`src/rtl/ex_flag_stage.sv`:
```
// EX/MEM pipeline register with C/Z flag state; conditional execute gates rd and flag writes.
// Latency one cycle; stall holds every register, flush squashes the slot and wins over stall.
module ex_flag_stage #(
    parameter int DW = 16,
    parameter int RW = 3
) (
    input  logic          clk,
    input  logic          rst,
    input  logic          in_valid,
    input  logic          stall,
    input  logic          flush,
    input  logic [DW-1:0] alu_out,
    input  logic          alu_carry,
    input  logic          alu_zero,
    input  logic [1:0]    cond,
    input  logic          c_we,
    input  logic          z_we,
    input  logic [RW-1:0] rd,
    input  logic          rd_we,
    output logic          carry_flag,
    output logic          zero_flag,
    output logic          out_valid,
    output logic [DW-1:0] out_data,
    output logic [RW-1:0] out_rd,
    output logic          out_rd_we,
    output logic          fwd_hit
);

    logic          valid_q, valid_d;
    logic [DW-1:0] data_q, data_d;
    logic [RW-1:0] rd_q, rd_d;
    logic          rd_we_q, rd_we_d;
    logic          c_q, c_d;
    logic          z_q, z_d;
    logic          cond_true;
    logic          exec;

    always_comb begin
        cond_true = 1'b1;
        case (cond)
            2'b01:   cond_true = c_q;
            2'b10:   cond_true = z_q;
            default: cond_true = 1'b1;
        endcase
        exec = in_valid & cond_true;

        valid_d = valid_q;
        data_d  = data_q;
        rd_d    = rd_q;
        rd_we_d = rd_we_q;
        c_d     = c_q;
        z_d     = z_q;

        // flush leaves data/rd untouched; they are meaningless once valid drops
        if (flush) begin
            valid_d = 1'b0;
            rd_we_d = 1'b0;
        end else if (!stall) begin
            valid_d = in_valid;
            data_d  = alu_out;
            rd_d    = rd;
            rd_we_d = rd_we & exec;
            if (c_we & exec) c_d = alu_carry;
            if (z_we & exec) z_d = alu_zero;
        end
    end

    always_ff @(posedge clk) begin
        if (rst) begin
            valid_q <= 1'b0;
            data_q  <= '0;
            rd_q    <= '0;
            rd_we_q <= 1'b0;
            c_q     <= 1'b0;
            z_q     <= 1'b0;
        end else begin
            valid_q <= valid_d;
            data_q  <= data_d;
            rd_q    <= rd_d;
            rd_we_q <= rd_we_d;
            c_q     <= c_d;
            z_q     <= z_d;
        end
    end

    assign carry_flag = c_q;
    assign zero_flag  = z_q;
    assign out_valid  = valid_q;
    assign out_data   = data_q;
    assign out_rd     = rd_q;
    assign out_rd_we  = rd_we_q;
    assign fwd_hit    = valid_q & rd_we_q;

endmodule

```
`config.mk`:
```
export PLATFORM = sky130hd
export DESIGN_NAME = ex_flag_stage
export DESIGN_NICKNAME = d
export VERILOG_FILES = /design/src/rtl/ex_flag_stage.sv
export SDC_FILE = /design/constraint.sdc
export NUM_CORES = 1
export LEC_CHECK = 0
export ABC_AREA = 1
export CAP_MARGIN = 10
export CORE_MARGIN = 3
export CORE_UTILIZATION = 33
export CTS_BUF_LIST = sky130_fd_sc_hd__clkbuf_4 sky130_fd_sc_hd__clkbuf_8 sky130_fd_sc_hd__clkbuf_16
export CTS_CLUSTER_SIZE = 25
export DETAILED_ROUTE_END_ITERATION = 12
export PLACE_DENSITY = 0.79
export SETUP_SLACK_MARGIN = 0.05
export SYNTH_ARGS = -nofsm -noshare
export SYNTH_HDL_FRONTEND = slang
export SYNTH_SLANG_ARGS = --single-unit
export TNS_END_PERCENT = 1
```
`constraint.sdc`:
```
create_clock -name clk -period 0.94 [get_ports clk]
set_input_delay 0.094 -clock clk [delete_from_list [all_inputs] [get_ports clk]]
set_output_delay 0.094 -clock clk [all_outputs]
set_load 0.05 [all_outputs]
```
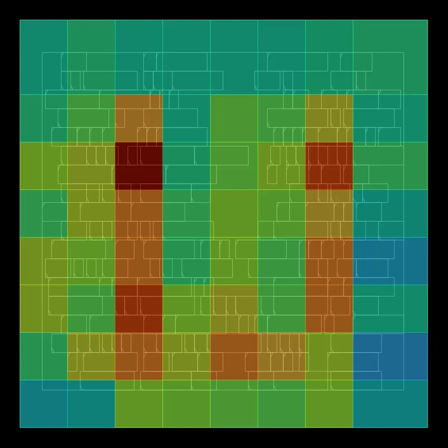
*Track usage over the die, run 1*
overall global routing resource usage: 16.4%
met3 Resource Use GR: 5.45%

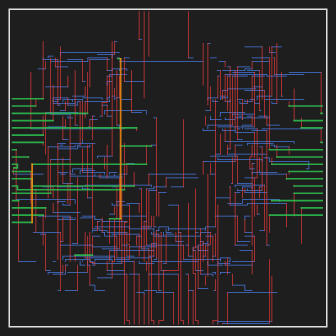
*Signal wires by layer, run 1*
layer	color	wire length
M1	blue	955 um
M2	red	1410 um
M4	orange	40.8 um
M3	green	269 um
Routed Wire Length: 2670 um
final routed wire length divided by cell count: 12.4 um
number of vias in the routed layout: 1002

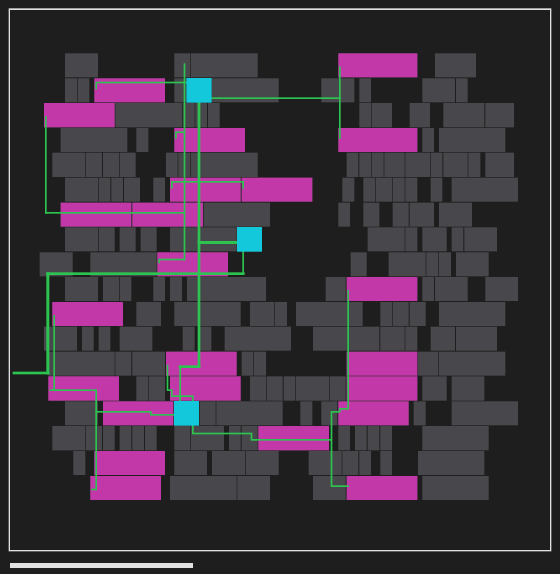
*Clock network drawn from the DEF, run 1*
Scale bar: 20 um.
[flip-flops] magenta | count: 23
[clock-net drivers] cyan | count: 3
[clock wires] green | length: 267 um
routed clock nets	4

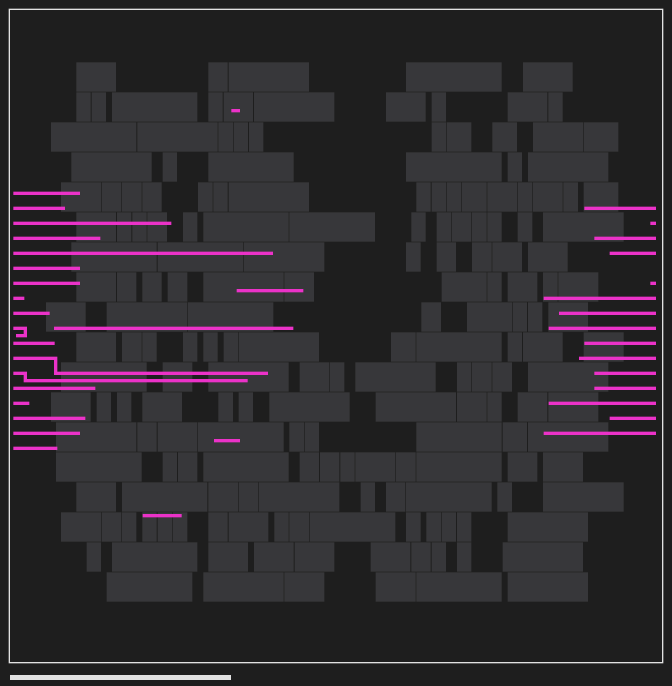
*Signal wires on met3, run 1*
Scale bar: 20 um. Cells faint in the background.
longest straight run	23.2 um
wire length on this layer	269 um

==> out/qor.txt, run 1 <==
result of the run: complete, but fails checks
violated checks: setup timing
quantity of I/O buffers inserted on ports: 54
total of endpoints with negative setup slack in the final report: 4
fraction of synthesized cell area taken by the top area cell type: 49.5%
layout overhead on the synthesized area: 97.7%
Cell variety after synth: 17
chain of cells forming the critical path: nand2_2, clkinvlp_4, buf_12
hold-fix buffers at CTS: 0
largest net degree at the start of global routing: 22
antenna diode count: 0
violation count after the first detailed-route iteration: 14
simple share: 26.7%
mux cell area share after synthesis: 0%
Final WS setup: -0.123 ns
chip area estimate from yosys synthesis: 931 um^2
Max Freq: 941 MHz
post-route fraction of the period consumed by the critical path: 113%
cell with the most instances after synthesis: sky130_fd_sc_hd__nor2_1
final weighted congestion in routability-driven placement: 0.797
number of placed I/O pins: 55
fraction of registers with async set or reset after synthesis: 0%
Log Warnings: 30
number of flip-flops and latches in the synthesized netlist: 23
final net count: 219
worst setup slack before clock tree synthesis: -0.555 ns
row cnt: 18
Top Consumer: registers
Worst path slowest cell: sky130_fd_sc_hd__dfxtp_2
depth of the CTS H-tree: 1
setup repair after global routing missed its margin: yes
clock share of power: 19.6%
min cycle time layout: 1.06 ns
leakage dissipation: 0.786 nW
cell chosen for the clock root: sky130_fd_sc_hd__clkbuf_4
later-pin clock latency in the skew report: 0.31 ns
proportion of synthesized chip area in sequential cells: 49.5%
post-route ant nets: 0
maximum clock insertion buffer count: 2
Setup Total Neg Slack: -0.318 ns
count of yosys warnings during synthesis: 0
most frequent logic cell in the layout: sky130_fd_sc_hd__nor2_1
run 1: registers in the layout, indices dropped and copies added, names as in the netlist:
| signal | cells |
|---|---|
| out_valid | 1 |
| out_rd | 3 |
| carry_flag | 1 |
| out_rd_we | 1 |
| out_data | 16 |
| zero_flag | 1 |
run 1: routing by layer:
metal	vias up	part of all wire, %	global-route usage [%]
met2	38	53	31.4
li1	510	-	-
met3	5	10	5.45
met5	-	0	0
met4	0	1.5	6.80
met1	449	36	15.7
run 1: layout make-up:
cell class	instances	area, um^2
clock buffer	3	22.5
clock inverter	1	5.00
fill	203	727
inverter	15	66.3
multi-input combinational	83	389
sequential	23	494
tap	30	37.5
timing repair buffer	60	826
run 1: timing repair:
item,in CTS,in global routing
pin swaps,3,3
setup buffers,2,0
gates resized,23,3
endpoints found under the hold margin,0,0
setup endpoints to repair,41,46
--- run 2 (diff from run 1) ---
Settings changed: CORE_MARGIN 3 to 4, CTS_CLUSTER_DIAMETER from default to 30.
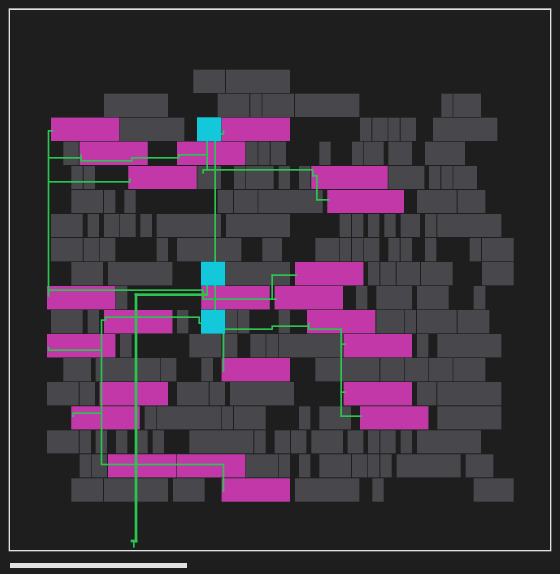
*Clock network drawn from the DEF, run 2*
Scale bar: 20 um.
[clock wires] green | length: 259 um
[flip-flops] magenta | count: 23
[clock-net drivers] cyan | count: 3
routed clock nets	4
clock share of power: 20.2%
clock distribution power: 0.476 mW

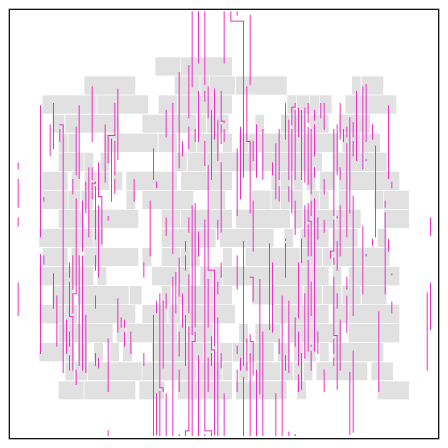
*Signal wires on met2, run 2*
Cells faint in the background.
share of all routed wire	56%
nets with wire on the layer	190
wire length on this layer	1610 um
number of vias in the routed layout: 1028
met2 Usage GRT: 32.3%
Routed Wire Length: 2890 um

==> run 2 against run 1 <==
The flow still finishes with violations (setup timing); critical path depth did not move; count of clock-buffer cells in the layout grew 1; combinational power rose by 2%; largest power group unchanged; largest cell class unchanged.
==> out/qor.txt, run 2 <==
result of the run: complete, but fails checks (unchanged)
violated checks: setup timing (unchanged)
num sequential: 23 (unchanged)
delay of the slowest cell on the worst path: 0.34 ns (was 0.35 ns)
fraction of synthesized cell area taken by the top area cell type: 49.5% (unchanged)
overall global routing resource usage: 16.5% (was 16.4%)
quantity of I/O buffers inserted on ports: 54 (unchanged)
total of endpoints with negative setup slack in the final report: 5 (was 4)
row cnt: 18 (unchanged)
area of the chip: 3730 um^2 (was 3490 um^2)
later-pin clock latency in the skew report: 0.30 ns (was 0.31 ns)
final weighted congestion in routability-driven placement: 0.796 (was 0.797)
Top Consumer: registers (unchanged)
power density over cell area: 1270 nW/um^2 (about the same)
Setup Total Neg Slack: -0.298 ns (was -0.318 ns)
Log Warnings: 30 (unchanged)
post-synth tally of flip-flops with integrated enable: 0 (unchanged)
count of non-CTS buffers in the layout: 60 (unchanged)
Final WS setup: -0.112 ns (was -0.123 ns)
Register Area: 494 um^2 (unchanged)
mux cell area share after synthesis: 0% (unchanged)
Largest register FFs: 16 (unchanged)
Combinational Power: 0.784 mW (was 0.770 mW)
post-route fraction of the period consumed by the critical path: 112% (was 113%)
min cycle time layout: 1.05 ns (was 1.06 ns)
worst setup slack before clock tree synthesis: -0.575 ns (was -0.555 ns)
area fraction of clock buffers and clock inverters: 1.61% (was 1.50%)
Tapcell Cnt: 30 (unchanged)
number of flip-flops and latches in the synthesized netlist: 23 (unchanged)
logic share of the area: 21.3% (was 21.1%)
largest cell class by area: non-clock buffers (unchanged)
chain of cells forming the critical path: nand2_2, clkinvlp_4, buf_12 (unchanged)
violation count after the first detailed-route iteration: 43 (was 14)
layout overhead on the synthesized area: 100% (was 97.7%)
number of fill cells in the layout: 196 (was 203)
leakage dissipation: 0.803 nW (was 0.786 nW)
Max Freq: 950 MHz (was 941 MHz)
chip area estimate from yosys synthesis: 931 um^2 (unchanged)
setup repair after global routing missed its margin: yes (unchanged)
most frequent logic cell in the layout: sky130_fd_sc_hd__nor2_1 (unchanged)
final routed wire length divided by cell count: 13.5 um (was 12.4 um)
number of placed I/O pins: 55 (unchanged)
leading area contributor after synthesis: sky130_fd_sc_hd__dfxtp_1 (unchanged)
cell with the most instances after synthesis: sky130_fd_sc_hd__nor2_1 (unchanged)
post-route ant nets: 0 (unchanged)
depth of the CTS H-tree: 1 (unchanged)
Worst path slowest cell: sky130_fd_sc_hd__dfxtp_2 (unchanged)
cell chosen for the clock root: sky130_fd_sc_hd__clkbuf_4 (unchanged)
simple share: 26.7% (unchanged)
maximum clock insertion buffer count: 2 (unchanged)
final design utilization: 72.0% (was 71.7%)
fraction of registers with async set or reset after synthesis: 0% (unchanged)
proportion of synthesized chip area in sequential cells: 49.5% (unchanged)
number of clock buffers in the layout: 4 (was 3)
antenna diode count: 0 (unchanged)
count of yosys warnings during synthesis: 0 (unchanged)
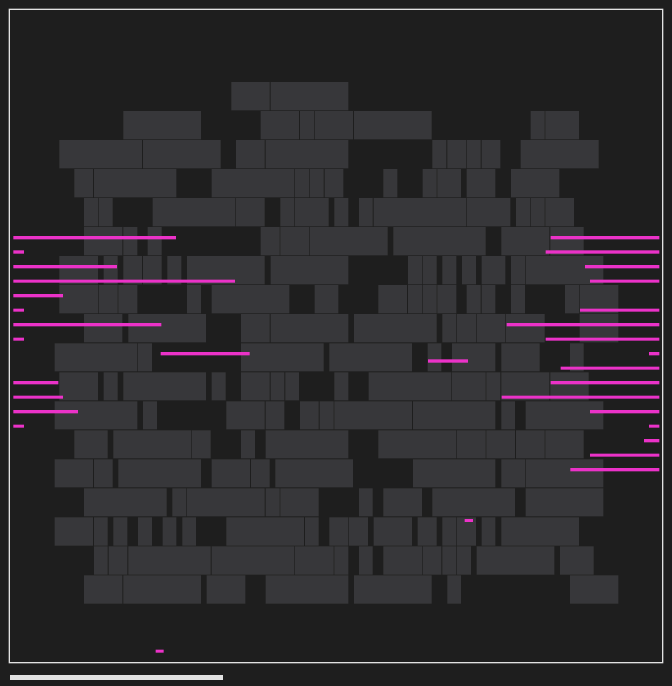
*Signal wires on met3, run 2*
Scale bar: 20 um. Cells faint in the background.
share of all routed wire	7.3%
nets with wire on the layer	30
longest straight run	20.5 um

## run 2: cell counts after synthesis
Identical to the previous run, type by type.
## run 2: what timing repair did
action	in CTS	in global routing
gates resized	25	9
pin swaps	1	5
hold buffers	0	0
setup endpoints to repair	46	47
buffers inserted	2	0
## run 2: routing by layer
| metal | wire length, um | vias up | GRT usage, % |
|---|---|---|---|
| li1 | - | 513 | - |
| met4 | 42 | 0 | 7.43 |
| met3 | 212 | 4 | 2.94 |
| met5 | 0 | - | 0 |
| met2 | 1610 | 32 | 32.3 |
| met1 | 1030 | 479 | 16.6 |
## run 2: worst paths after layout
path	from	slack (ns)	to
max	out_valid	-0.11	fwd_hit
min	stall	0.10	out_valid
min reg2reg	out_data[4]	0.52	out_data[4]
max reg2reg	zero_flag	-0.01	carry_flag
--- run 3 (diff from run 2) ---
Settings changed: CORE_UTILIZATION 33 to 53, DONT_BUFFER_PORTS from default to 1, PLACE_DENSITY 0.79 to 0.75.
==> run 3 against run 2 <==
The flow now stops in clock tree synthesis; synthesized cell count is the same; synthesized area is the same.
==> out/qor.txt, run 3 <==
cell chosen for the clock root: sky130_fd_sc_hd__clkbuf_4 (unchanged)
result of the run: stopped before the end (was complete, but fails checks)
cell with the most instances after synthesis: sky130_fd_sc_hd__nor2_1 (unchanged)
Cell variety after synth: 17 (unchanged)
fraction of synthesized cell area taken by the top area cell type: 49.5% (unchanged)
mux cell area share after synthesis: 0% (unchanged)
maximum clock insertion buffer count: 2 (unchanged)
Initial Util: 59.0% (was 35.9%)
number of flip-flops and latches in the synthesized netlist: 23 (unchanged)
setup fix buffers added after clock tree synthesis: 1 (was 2)
hold-fix buffers at CTS: 25 (was 0)
row cnt: 14 (was 18)
xor and xnor fraction of the mapped netlist area: 0% (unchanged)
final weighted congestion in routability-driven placement: 0.689 (was 0.796)
Most common reg cell: sky130_fd_sc_hd__dfxtp_1 (unchanged)
synthesized netlist cell count: 126 (unchanged)
net count after synthesis: 159 (unchanged)
Num CTS Buffers: 3 (unchanged)
simple share: 26.7% (unchanged)
clock tree sinks: 23 (unchanged)
last stage reached: clock tree synthesis
leading area contributor after synthesis: sky130_fd_sc_hd__dfxtp_1 (unchanged)
quantity of I/O buffers inserted on ports: 0 (was 54)
chip area estimate from yosys synthesis: 931 um^2 (unchanged)
proportion of synthesized chip area in sequential cells: 49.5% (unchanged)
cell types with the highest counts after synthesis: sky130_fd_sc_hd__nor2_1, sky130_fd_sc_hd__dfxtp_1, sky130_fd_sc_hd__o21ai_0, sky130_fd_sc_hd__inv_1, sky130_fd_sc_hd__nand2_1 (unchanged)
Logic family by area: simple AND/OR/NAND/NOR gates (unchanged)
depth of the CTS H-tree: 1 (unchanged)
number of placed I/O pins: 55 (unchanged)
AND-OR/OR-AND share of the synthesized area: 11.8% (unchanged)
Detail Placement HPWL: 1590 um (was 2320 um)
number of cells in Yosys stat: 126 (unchanged)
chip width: 49.9 um (was 61.1 um)
Post-Synth Adder-Cell Area: 2.69% (unchanged)
die height: 49.9 um (was 61.1 um)
Post-Syn Area per Cell: 7.39 um^2 (unchanged)
count of yosys warnings during synthesis: 0 (unchanged)
number of resized instances in the post-cts repair step: 60 (was 25)
netlist area before placement: 931 um^2 (unchanged)
Error: [ERROR DPL-0038] Utilization greater than 100%, impossible to legalize
post-synth tally of flip-flops with integrated enable: 0 (unchanged)
most area-consuming cells after synthesis: sky130_fd_sc_hd__dfxtp_1, sky130_fd_sc_hd__nor2_1, sky130_fd_sc_hd__o21ai_0 (unchanged)
fraction of registers with async set or reset after synthesis: 0% (unchanged)
run 3: cells by family after synthesis:
logic type / count (synthesis)
compound gates: 22
fa+ha+maj: 2
buf+inv: 20
flops: 23
simple gates: 59
run 3: stage by stage:
stage	setup TNS, ns	instances	worst slack, ns	cell area, um^2
after global placement	0	162	0.00198	1120
after floorplan	0	126	0.00490	945
after detailed placement	-0.185	162	-0.0960	1120
--- run 4 (diff from run 3) ---
Settings changed: CORE_AREA from default to 4 4 65 67, CORE_MARGIN 4 to default, CORE_UTILIZATION 53 to default, CTS_BUF_LIST sky130_fd_sc_hd__clkbuf_4 sky130_fd_sc_hd__clkbuf_8 sky130_fd_sc_hd__clkbuf_16 to default, CTS_CLUSTER_DIAMETER 30 to default, CTS_CLUSTER_SIZE 25 to default, DIE_AREA from default to 0 0 69 71, PLACE_DENSITY 0.75 to default, PLACE_DENSITY_LB_ADDON from default to 0.15, SETUP_SLACK_MARGIN 0.05 to default.
Clock period 0.94 ns to 1.2 ns, I/O delays scaled along.
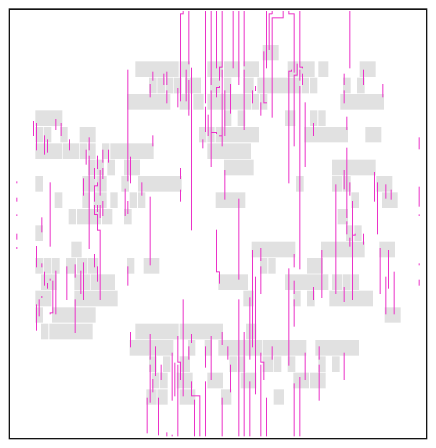
*Signal wires on met2, run 4*
Cells faint in the background.
share of all routed wire	48%
nets with wire on the layer	140
number of vias in the routed layout: 828
Routed Wire Length: 2210 um
met2 Usage GRT: 15.6%

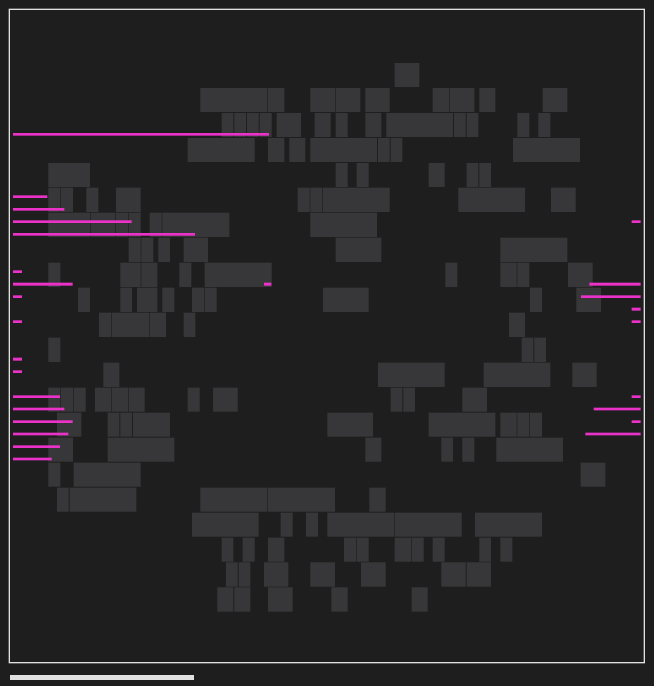
*Signal wires on met3, run 4*
Scale bar: 20 um. Cells faint in the background.
longest straight run	27.6 um
main direction	horizontal
share of all routed wire	6.1%
nets with wire on the layer	26
wire length on this layer	135 um

==> run 4 against run 3 <==
The flow now finishes without violations; synthesized cell count unchanged; synthesized area is the same.
==> out/qor.txt, run 4 <==
xor and xnor fraction of the mapped netlist area: 0% (unchanged)
maximum clock insertion buffer count: 2 (unchanged)
leakage dissipation: 0.568 nW
post-synth tally of flip-flops with integrated enable: 0 (unchanged)
Post-Synth Adder-Cell Area: 2.69% (unchanged)
Max Freq: 977 MHz
most area-consuming cells after synthesis: sky130_fd_sc_hd__dfxtp_1, sky130_fd_sc_hd__nor2_1, sky130_fd_sc_hd__o21ai_0 (unchanged)
quantity of I/O buffers inserted on ports: 0 (unchanged)
net count after synthesis: 159 (unchanged)
clock tree sinks: 23 (unchanged)
antenna diode count: 0
most frequent logic cell in the layout: sky130_fd_sc_hd__nor2_1
Most common reg cell: sky130_fd_sc_hd__dfxtp_1 (unchanged)
clock share of power: 27.5%
detailed route wirelength on metal2: 1050 um
setup fix buffers added after clock tree synthesis: 0 (was 1)
leading area contributor after synthesis: sky130_fd_sc_hd__dfxtp_1 (unchanged)
final weighted congestion in routability-driven placement: 0.679 (was 0.689)
Initial Util: 25.6% (was 59.0%)
met1 global-route usage: 12.1%
proportion of synthesized chip area in sequential cells: 49.5% (unchanged)
number of fill cells in the layout: 429
hold-fix buffers at CTS: 0 (was 25)
cell with the most instances after synthesis: sky130_fd_sc_hd__nor2_1 (unchanged)
area post-placement: 1160 um^2 (was 1120 um^2)
violation count after the first detailed-route iteration: 38
Setup Total Neg Slack: 0 ns
Final WS setup: 0.176 ns
Post-Syn Area per Cell: 7.39 um^2 (unchanged)
setup repair after global routing missed its margin: no
result of the run: completed (was stopped before the end)
post-route ant nets: 0
row cnt: 22 (was 14)
cell chosen for the clock root: sky130_fd_sc_hd__clkbuf_8 (was sky130_fd_sc_hd__clkbuf_4)
clock distribution power: 0.455 mW
AND-OR/OR-AND share of the synthesized area: 11.8% (unchanged)
number of cells in Yosys stat: 126 (unchanged)
overall global routing resource usage: 9.50%
chip width: 69 um (was 49.9 um)
final routed wire length divided by cell count: 11.1 um
largest net degree at the start of global routing: 23
final design utilization: 33.2%
netlist area before placement: 931 um^2 (unchanged)
later-pin clock latency in the skew report: 0.25 ns
number of resized instances in the post-cts repair step: 0 (was 60)
cell types with the highest counts after synthesis: sky130_fd_sc_hd__nor2_1, sky130_fd_sc_hd__dfxtp_1, sky130_fd_sc_hd__o21ai_0, sky130_fd_sc_hd__inv_1, sky130_fd_sc_hd__nand2_1 (unchanged)
post-route fraction of the period consumed by the critical path: 85.3%
fraction of synthesized cell area taken by the top area cell type: 49.5% (unchanged)
simple share: 26.7% (unchanged)
layer carrying the most global-route usage: met2
die height: 71 um (was 49.9 um)
Combinational Power: 0.366 mW
depth of the CTS H-tree: 1 (unchanged)
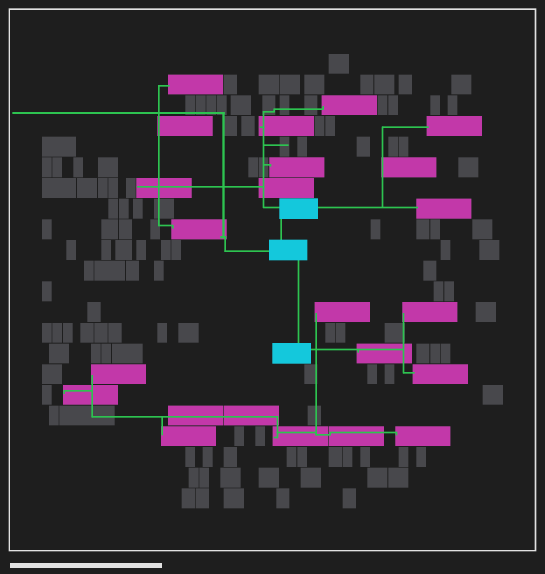
*Clock network drawn from the DEF, run 4*
Scale bar: 20 um.
[clock-net drivers] cyan | count: 3
[clock wires] green | length: 271 um
[flip-flops] magenta | count: 23
routed clock nets	4

[run 4: cell counts after synthesis]
No cell type changed its count.
[run 4: layout make-up]
class / count / area, um^2 / area share (%)
Sequential cell: 23 / 460 / 38.2
Timing Repair Buffer: 25 / 200 / 16.6
Multi-Input combinational cell: 83 / 384 / 31.8
Clock buffer: 4 / 45.0 / 3.73
Inverter: 15 / 56.3 / 4.67
Tap cell: 48 / 60.1 / 4.98
[run 4: path summary, 6_finish.rpt]
path         cells past startpoint          end  slack [ns]         from
min reg2reg                      2  out_data[5]        0.49  out_data[5]
max reg2reg                      6   carry_flag        0.31   carry_flag
min                              2    out_valid        0.01     in_valid
max                              3      fwd_hit        0.18    out_rd_we
[run 4: critical path, delay by kind of cell (launching register included)]
kind	cells	cell delay, ns
buf+inv	2	0.23
simple gates	1	0.06
flops	1	0.36
Power figures rest on the tool's default switching activity, not on a simulated workload.
